### Wiring by layer

Bar = 50 µm.
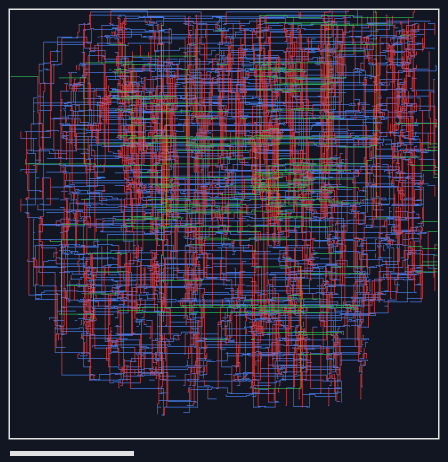
### Register map, names as in the netlist

Bar = 50 µm.
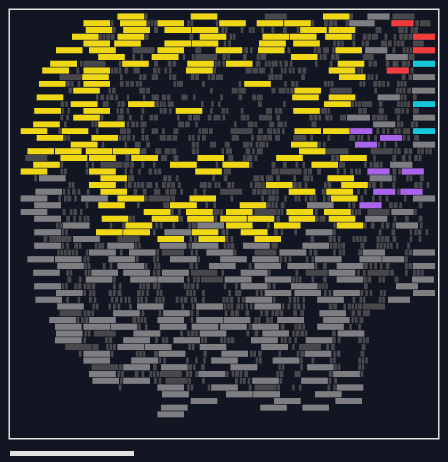
### The clock network

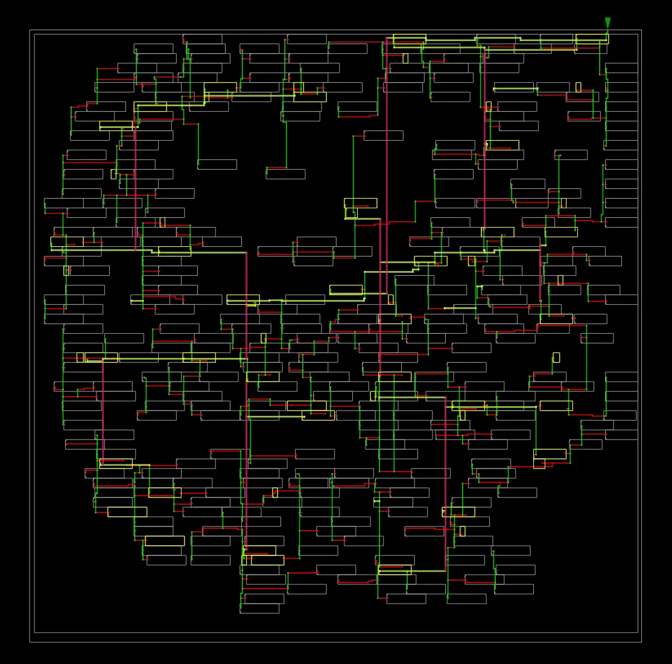
### Sizing map

Bar = 50 µm.
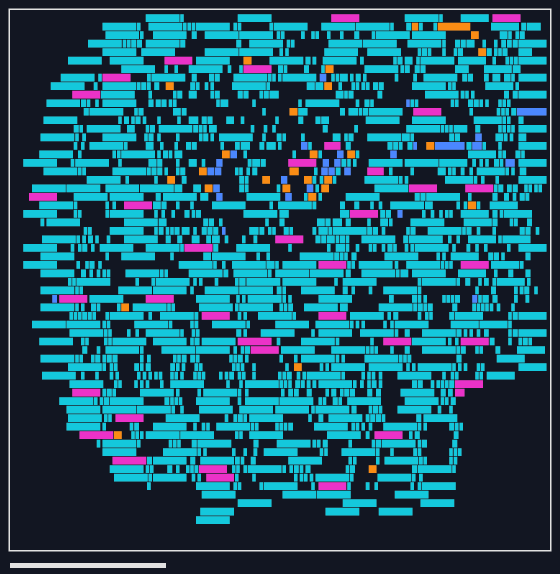
### Nets reached from selected ports

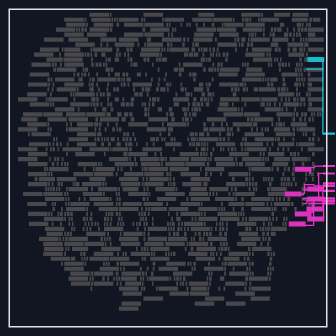
`src/rtl/sobel_window_feeder_if.sv`:
```
// Pixel-stream bundle between the grayscale converter, the window feeder and the Sobel stage.
// Handshake: an input pixel transfers on a rising clk edge where px_rdy_i && in_ready_o;
// px_rdy_i with in_ready_o low is dropped (no backpressure upstream), px_rdy_o is a
// one-cycle strobe per output pixel and the Sobel stage cannot stall it.
interface sobel_window_feeder_if #(
    parameter int PIXEL_WIDTH = 8
);
    logic                   frame_start_i;
    logic                   px_rdy_i;
    logic [PIXEL_WIDTH-1:0] in_px_i;
    logic                   in_ready_o;
    logic [PIXEL_WIDTH-1:0] out_px_o;
    logic                   px_rdy_o;
    logic                   start_sobel_o;
    logic                   frame_done_o;
    logic [2:0]             dbg_state_o;

    modport master (
        output frame_start_i, px_rdy_i, in_px_i,
        input  in_ready_o, out_px_o, px_rdy_o, start_sobel_o, frame_done_o, dbg_state_o
    );

    modport slave (
        input  frame_start_i, px_rdy_i, in_px_i,
        output in_ready_o, out_px_o, px_rdy_o, start_sobel_o, frame_done_o, dbg_state_o
    );
endinterface

```
`src/rtl/sobel_window_feeder.sv`:
```
// Buffers two image lines and serialises a (top, mid, bot) pixel column per input pixel
// from row 2 onward, framing each output row with start_sobel_o.
module sobel_window_feeder #(
    parameter int PIXEL_WIDTH = 8,
    parameter int IMG_WIDTH   = 16,
    parameter int IMG_HEIGHT  = 16,
    parameter int COL_BITS    = $clog2(IMG_WIDTH),
    parameter int ROW_BITS    = $clog2(IMG_HEIGHT)
) (
    input logic                  clk_i,
    input logic                  nreset_i,
    sobel_window_feeder_if.slave bus
);

    typedef enum logic [2:0] {
        ST_ACCEPT   = 3'd0,
        ST_EMIT_TOP = 3'd1,
        ST_EMIT_MID = 3'd2,
        ST_EMIT_BOT = 3'd3,
        ST_ROW_GAP  = 3'd4
    } state_t;

    localparam logic [COL_BITS-1:0] LAST_COL      = COL_BITS'(IMG_WIDTH - 1);
    localparam logic [ROW_BITS-1:0] LAST_ROW      = ROW_BITS'(IMG_HEIGHT - 1);
    localparam logic [ROW_BITS-1:0] FIRST_OUT_ROW = ROW_BITS'(2);

    state_t                 r_state;
    logic [COL_BITS-1:0]    r_col;
    logic [ROW_BITS-1:0]    r_row;
    logic [PIXEL_WIDTH-1:0] r_out_px;
    logic [PIXEL_WIDTH-1:0] r_mid;
    logic [PIXEL_WIDTH-1:0] r_bot;
    logic                   r_px_rdy;
    logic                   r_start;
    logic                   r_done;
    logic                   r_in_ready;
    logic                   r_last_col;
    logic                   r_last_row;

    // line_a holds row r-2, line_b holds row r-1 at each column
    logic [PIXEL_WIDTH-1:0] r_line_a [IMG_WIDTH];
    logic [PIXEL_WIDTH-1:0] r_line_b [IMG_WIDTH];

    logic                   w_accept;
    logic [COL_BITS-1:0]    w_wr_col;

    assign w_accept = bus.px_rdy_i && r_in_ready;
    assign w_wr_col = bus.frame_start_i ? '0 : r_col;

    always_ff @(posedge clk_i) begin
        if (w_accept) begin
            r_line_a[w_wr_col] <= r_line_b[w_wr_col];
            r_line_b[w_wr_col] <= bus.in_px_i;
        end
    end

    always_ff @(posedge clk_i or negedge nreset_i) begin
        if (!nreset_i) begin
            r_state    <= ST_ACCEPT;
            r_col      <= '0;
            r_row      <= '0;
            r_out_px   <= '0;
            r_mid      <= '0;
            r_bot      <= '0;
            r_px_rdy   <= 1'b0;
            r_start    <= 1'b0;
            r_done     <= 1'b0;
            r_in_ready <= 1'b1;
            r_last_col <= 1'b0;
            r_last_row <= 1'b0;
        end else if (bus.frame_start_i) begin
            // A pixel accepted alongside frame start becomes (row 0, col 0)
            r_state    <= ST_ACCEPT;
            r_in_ready <= 1'b1;
            r_px_rdy   <= 1'b0;
            r_start    <= 1'b0;
            r_done     <= 1'b0;
            r_row      <= '0;
            r_col      <= w_accept ? COL_BITS'(1) : '0;
        end else begin
            case (r_state)
                ST_ACCEPT: begin
                    r_done <= 1'b0;
                    if (w_accept) begin
                        r_last_col <= (r_col == LAST_COL);
                        r_last_row <= (r_row == LAST_ROW);
                        if (r_col == LAST_COL) begin
                            r_col <= '0;
                            r_row <= (r_row == LAST_ROW) ? '0 : r_row + ROW_BITS'(1);
                        end else begin
                            r_col <= r_col + COL_BITS'(1);
                        end
                        if (r_row >= FIRST_OUT_ROW) begin
                            r_state    <= ST_EMIT_TOP;
                            r_in_ready <= 1'b0;
                            r_px_rdy   <= 1'b1;
                            r_out_px   <= r_line_a[r_col];
                            r_mid      <= r_line_b[r_col];
                            r_bot      <= bus.in_px_i;
                            if (r_col == '0) begin
                                r_start <= 1'b1;
                            end
                        end
                    end
                end
                ST_EMIT_TOP: begin
                    r_state  <= ST_EMIT_MID;
                    r_out_px <= r_mid;
                end
                ST_EMIT_MID: begin
                    r_state  <= ST_EMIT_BOT;
                    r_out_px <= r_bot;
                end
                ST_EMIT_BOT: begin
                    r_px_rdy <= 1'b0;
                    if (r_last_col) begin
                        r_state <= ST_ROW_GAP;
                        r_start <= 1'b0;
                        r_done  <= r_last_row;
                    end else begin
                        r_state    <= ST_ACCEPT;
                        r_in_ready <= 1'b1;
                    end
                end
                ST_ROW_GAP: begin
                    r_state    <= ST_ACCEPT;
                    r_in_ready <= 1'b1;
                    r_done     <= 1'b0;
                end
                default: begin
                    r_state    <= ST_ACCEPT;
                    r_in_ready <= 1'b1;
                    r_px_rdy   <= 1'b0;
                    r_start    <= 1'b0;
                    r_done     <= 1'b0;
                end
            endcase
        end
    end

    assign bus.in_ready_o    = r_in_ready;
    assign bus.out_px_o      = r_out_px;
    assign bus.px_rdy_o      = r_px_rdy;
    assign bus.start_sobel_o = r_start;
    assign bus.frame_done_o  = r_done;
    assign bus.dbg_state_o   = r_state;

endmodule

```
`src/flat_wrapper.sv`:
```
// flat-port wrapper written by rule: the top's interface ports become plain ports
module sobel_window_feeder_flat 
#(
    parameter int PIXEL_WIDTH = 8,
    parameter int IMG_WIDTH   = 16,
    parameter int IMG_HEIGHT  = 16,
    parameter int COL_BITS    = $clog2(IMG_WIDTH),
    parameter int ROW_BITS    = $clog2(IMG_HEIGHT)
)
  (clk_i, nreset_i, bus_frame_start_i, bus_px_rdy_i, bus_in_px_i, bus_in_ready_o, bus_out_px_o, bus_px_rdy_o, bus_start_sobel_o, bus_frame_done_o, bus_dbg_state_o);
  sobel_window_feeder_if #(.PIXEL_WIDTH(PIXEL_WIDTH)) bus_i ();
  input logic clk_i;
  input logic nreset_i;
  input wire logic [$bits(bus_i.frame_start_i)-1:0] bus_frame_start_i;
  input wire logic [$bits(bus_i.px_rdy_i)-1:0] bus_px_rdy_i;
  input wire logic [$bits(bus_i.in_px_i)-1:0] bus_in_px_i;
  output wire logic [$bits(bus_i.in_ready_o)-1:0] bus_in_ready_o;
  output wire logic [$bits(bus_i.out_px_o)-1:0] bus_out_px_o;
  output wire logic [$bits(bus_i.px_rdy_o)-1:0] bus_px_rdy_o;
  output wire logic [$bits(bus_i.start_sobel_o)-1:0] bus_start_sobel_o;
  output wire logic [$bits(bus_i.frame_done_o)-1:0] bus_frame_done_o;
  output wire logic [$bits(bus_i.dbg_state_o)-1:0] bus_dbg_state_o;
  assign bus_i.frame_start_i = bus_frame_start_i;
  assign bus_i.px_rdy_i = bus_px_rdy_i;
  assign bus_i.in_px_i = bus_in_px_i;
  assign bus_in_ready_o = bus_i.in_ready_o;
  assign bus_out_px_o = bus_i.out_px_o;
  assign bus_px_rdy_o = bus_i.px_rdy_o;
  assign bus_start_sobel_o = bus_i.start_sobel_o;
  assign bus_frame_done_o = bus_i.frame_done_o;
  assign bus_dbg_state_o = bus_i.dbg_state_o;
  sobel_window_feeder #(.PIXEL_WIDTH(PIXEL_WIDTH), .IMG_WIDTH(IMG_WIDTH), .IMG_HEIGHT(IMG_HEIGHT), .COL_BITS(COL_BITS), .ROW_BITS(ROW_BITS)) u_core (.clk_i(clk_i), .nreset_i(nreset_i), .bus(bus_i));
endmodule
```
`config.mk`:
```
export PLATFORM = sky130hd
export DESIGN_NAME = sobel_window_feeder_flat
export DESIGN_NICKNAME = d
export VERILOG_FILES = /design/src/rtl/sobel_window_feeder_if.sv /design/src/rtl/sobel_window_feeder.sv /design/src/flat_wrapper.sv
export SDC_FILE = /design/constraint.sdc
export NUM_CORES = 1
export LEC_CHECK = 0
export ABC_AREA = 1
export CAP_MARGIN = 20
export CORE_UTILIZATION = 46
export DETAILED_ROUTE_END_ITERATION = 16
export DONT_BUFFER_PORTS = 1
export HOLD_SLACK_MARGIN = 0.08
export PLACE_DENSITY = 0.65
export SYNTH_ARGS = -nofsm -noshare
export SYNTH_HDL_FRONTEND = slang
export SYNTH_SLANG_ARGS = --single-unit
export TNS_END_PERCENT = 1
```
`constraint.sdc`:
```
create_clock -name clk_i -period 5 [get_ports clk_i]
set_input_delay 1.5 -clock clk_i [delete_from_list [all_inputs] [get_ports clk_i]]
set_output_delay 1.5 -clock clk_i [all_outputs]
set_load 0.02 [all_outputs]
```
==> reports/summary.log <==
qor: pwr.post_route_total_power 7.75 mW
qor: finish.largest_cell_class registers
qor: synth.fp_nets 1381
qor: sta.relSlewSlack 26.9%
qor: pwr.combPwrFrac 28.5%
qor: finish.layout.clock_buffers 35
qor: worst_setup_path.critPathKind register to register
qor: finish.lay_top_cells 397 x nand2_1, 256 x edfxtp_1, 181 x inv_1, 136 x nand3_1, 89 x nor2_1
qor: status.run_status finished, final reports clean
qor: worst_setup_path.r2r_setup_slk 1680 ps
qor: synth.yosys_cells 1365
qor: placed_design.setup_slack_at_placement 1260 ps
qor: grt.initial_antenna_violation_count 0
qor: min_path.worst_hold_path_depth 2
qor: synth.synth.distinct_cells 30
qor: placed_design.detailed_place.area 13800 µm²
qor: drt.met2_wirelength 16600 µm
qor: synth.synth_cells 1365
qor: sta.fin_hold_ws 514 ps
qor: finish.postLayoutCellArea 14800 µm²
qor: grt.grt_pass1_vias 9127
qor: grt.global_route.usage.total 24.0%
qor: clock_network.cts_resized 0
qor: pwr.ir_drop 293 µV
qor: sta.timing_hold_violations_final 0
qor: finish.area_share_clock_buf_inv 6.54%
qor: drt.top_signal_layer_used met4
qor: worst_setup_path.critical_path.cell_chain inv_4 > o21ai_0 > o211ai_1 > o21ai_0 > nand2_1
qor: finish.comb_share 25.1%
qor: sta.post-route-worst-setup-slack 1680 ps
qor: finish.finalNonFillerCells 1767
qor: finish.final-comb-area 3710 µm²
qor: pwr.powerDensity 525 nW/µm²
qor: pwr.internal_power 4.98 mW
qor: finish.n_sequential_cell 297
qor: pwr.static-leakage-power 6.03 nW
qor: finish.signal_buffer_area_fraction 1.42%
qor: drt.drt_iter0_drc 967
qor: drt.wl_met1 15300 µm
qor: synth.synth.area.top_cells edfxtp_1 57%, nand2_1 11%, dfrtp_1 7.5%
-- 'Wiring by layer' (at the start) --
Key: red = M2 [wire length 16600 µm]; blue = M1 [wire length 15300 µm]; orange = M4 [wire length 753 µm]; green = M3 [wire length 2880 µm]

-- 'Register map, names as in the netlist' (at the start) --
Key: cyan = u_core.bus.dbg_state_o [placed flops 3]; yellow = u_core.r_line_b [placed flops 128]; red = u_core.r_row [placed flops 4, where upper right]; purple = u_core.r_mid [placed flops 8]
Another 154 sequential cells are not colored.

-- 'The clock network' (at the start) --
clock latency on the worst-skew pair: 560 ps
number of sinks on the clock net: 297

-- 'Sizing map' (at the start) --
Key: magenta = x6 and larger [cells 37, share 2.7%]; cyan = x1 and smaller [cells 1289, share 93%]; orange = x3 and x4 [cells 28, share 2.0%]; blue = x2 [cells 29, share 2.1%]

-- 'Nets reached from selected ports' (at the start) --
Key: magenta = bus_out_px_o [bits 8, direction output, end cells 8, wire 149 µm]; cyan = bus_frame_done_o [bits 1, direction output, end cells 1, wire 50.6 µm]

## cell usage after synthesis
cell type and n:
o211ai_1 32, o21ai_2 2, a31oi_1 1, a21oi_1 50, o21ai_1 4, inv_2 4
buf_4 3, nand2_1 397, nand3_1 136, clkbuf_1 15, nand2_2 2, dfrtp_1 40
nor3_1 2, and2_1 1, o31ai_1 3, inv_1 181, edfxtp_1 256, buf_2 44
nor2_1 103, o22ai_1 1, nor4_1 1, nor3b_1 2, ha_1 4, buf_1 2
nor2_2 3, dfstp_2 1, o221ai_1 3, a22oi_1 5, o2111ai_1 9, o21ai_0 58
## cell families (layout without fill, tap and decap cells)
family | after synthesis | count (layout)
compound gates | 168 | 168
fa+ha+maj | 4 | 4
buf+inv | 249 | 267
flops | 297 | 297
simple gates | 647 | 647
Power figures rest on the tool's default switching activity, not on a simulated workload.
